==> config.mk <==
export PLATFORM = sky130hd
export DESIGN_NAME = morse_encoder
export DESIGN_NICKNAME = d
export VERILOG_FILES = /design/src/rtl/morse_encoder.sv
export SDC_FILE = /design/constraint.sdc
export NUM_CORES = 1
export LEC_CHECK = 0
export ABC_AREA = 0
export CORE_MARGIN = 3
export CORE_UTILIZATION = 57
export CTS_BUF_LIST = sky130_fd_sc_hd__clkbuf_8
export DETAILED_ROUTE_END_ITERATION = 10
export PLACE_DENSITY = 0.84
export SLEW_MARGIN = 30
export SYNTH_ARGS = -nofsm -noshare
export SYNTH_HDL_FRONTEND = slang
export SYNTH_SLANG_ARGS = --single-unit
==> constraint.sdc <==
create_clock -name i_clk -period 3.8 [get_ports i_clk]
set_input_delay 0.76 -clock i_clk [delete_from_list [all_inputs] [get_ports i_clk]]
set_output_delay 0.76 -clock i_clk [all_outputs]
set_load 0.005 [all_outputs]
==> images/zoom.png <==
Region (41, 4) to (71, 34) µm. Cells in grey, sequential cells in the stronger grey; small squares are vias.
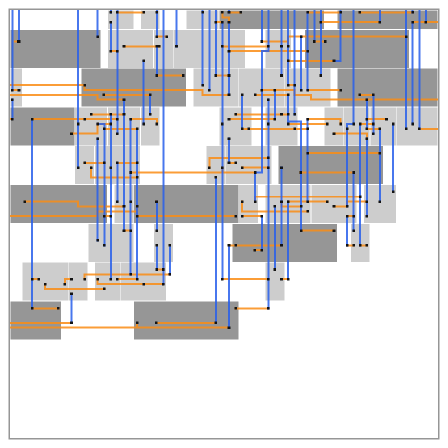
legend:
  orange:
    layer: met1
  blue:
    layer: met2
cells with their middle in the window: 44
sequential cells in the window: 10
most frequent: dfxtp_1 (10), nor2_1 (8), xor2_1 (7)

==> images/final_clocks.png <==
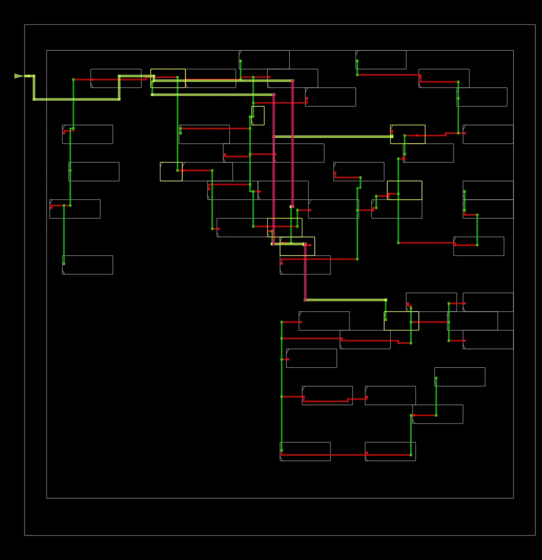
final setup skew: 0.0117 ns
clk_lat worst skew: 0.30 ns
Clk power: 0.000307 W

==> images/clock_map.png <==
Scale bar: 20 µm.
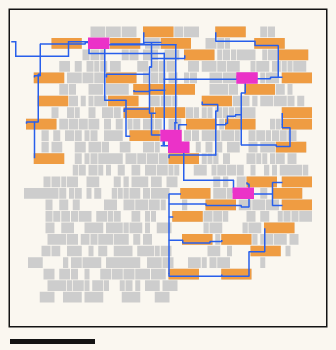
legend:
  magenta:
    item: cells driving clock nets
    count: 5
  blue:
    item: clock wires
    length: 543 µm
  orange:
    item: flip-flops
    count: 41
flops lie: spread over the die
Clock power frac: 32.4%

==> images/drive_strength.png <==
Scale bar: 20 µm.
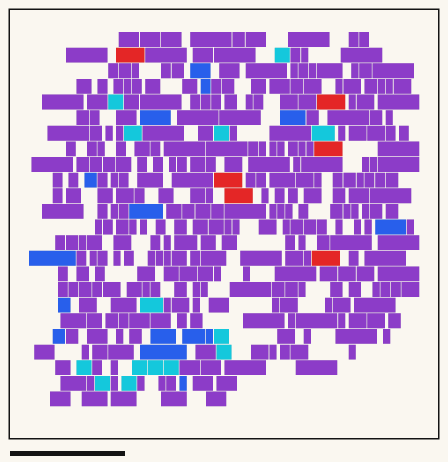
legend:
  blue:
    size: drive 2
    cells: 15
    share: 4.2%
  purple:
    size: drive 1 or less
    cells: 322
    share: 90%
  red:
    size: drive 6 and up
    cells: 6
    share: 1.7%
  cyan:
    size: drive 3 to 4
    cells: 14
    share: 3.9%
Final Instance Area: 2990 µm²
nonclk buf count: 25

==> images/registers.png <==
Scale bar: 20 µm.
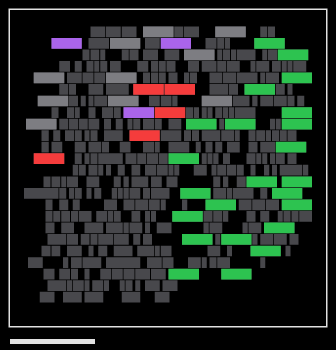
legend:
  red:
    name_in_the_netlist: code
    flops: 5
  green:
    name_in_the_netlist: tick
    flops: 23
  purple:
    name_in_the_netlist: state
    flops: 3
not coloured: 10
register area: 821 µm²
power of the sequential group: 0.000456 W
sequential cell area share: 27.4%

==> out/metrics.yaml <==
job:
  warning_count: 32
synth:
  synthTopCellsByArea: "dfxtp_1 (31%), nand2_1 (5.3%), ha_1 (5.1%)"
  syn_avg_cell_area_um2: 7.89
  syn-instance-count: 339
grt:
  gr-total-overflow: 0
  grt_pass1_wl_um: 10400
  grt_pass1_vias: 2349
power:
  seqPwrFrac_pct: 48.2
  ir_worst_vdd_uv: 222
floorplanning:
  chipArea_um2: 5550
cells_and_area:
  syn_to_final_growth_pct: 11.8
  final_util_pct: 67.3
detailed_routing:
  ant_nets: 0
  vias: 2564
setup_path:
  cp_slowest_stage_delay_ns: 0.48
  rrSetupSlack_ns: 1.13
outcome:
  status: "complete, no violations"
placement:
  dp_hpwl_um: 4660
worst_hold_path:
  hp-class: "reg2reg"
timing:
  tns_ns: 0
cts:
  postCtsSetupBuffers: 0
per-layer routing:
metal / vias to the layer above / GRT usage [%] / share of wire (%)
met5: - / 0 / 0
met2: 107 / 40.6 / 50
met3: 15 / 5.14 / 6.3
li1: 1260 / - / -
met4: 0 / 8.30 / 2.0
met1: 1182 / 29.2 / 42
power groups by stage:
stage	combinational [W]	sequential [W]	clock, W
after CTS	0.000180	0.000455	0.000311
after floorplan	0.000122	0.000462	0
after detailed placement	0.000179	0.000465	0
final	0.000184	0.000456	0.000307
after global placement	0.000176	0.000465	0
after global routing	0.000201	0.000458	0.000329
metrics by stage:
stage / setup slack [ns] / cell area (µm²) / hold slack, ns / instances
after floorplan: 0.672 / 2670 / 0.449 / 339
after global placement: 0.277 / 2890 / 0.457 / 401
after detailed placement: 0.167 / 2890 / 0.483 / 401
after CTS: 0.460 / 2990 / 0.498 / 409
after global routing: 0.139 / 2990 / 0.523 / 409
final: 0.437 / 2990 / 0.493 / 409
area by class of cell:
class,count,area [µm²]
clock buffer,6,82.6
clock inverter,2,13.8
fill,367,1450
inverter,12,45.0
multi-input combinational,271,1740
sequential,41,821
tap,52,65.1
timing repair buffer,25,223
cell families after synthesis:
| family | Yosys count | synth area share (%) |
|---|---|---|
| flip-flops | 41 | 30.7 |
| XOR/XNOR | 20 | 6.55 |
| multiplexers | 8 | 3.98 |
| buffers and inverters | 27 | 4.40 |
| AND-OR/OR-AND | 82 | 20.1 |
| adder cells (fa/ha/maj) | 11 | 5.15 |
| AND/OR/NAND/NOR | 150 | 29.1 |
critical path, delay by kind of cell:
family / cells / cell delay [ns]
AOI/OAI and AO/OA: 3 / 0.92
adders and majority gates: 1 / 0.22
buffers and inverters: 2 / 0.57
and+or+nand+nor: 5 / 1.05
Power is estimated from default activity; no workload was simulated.
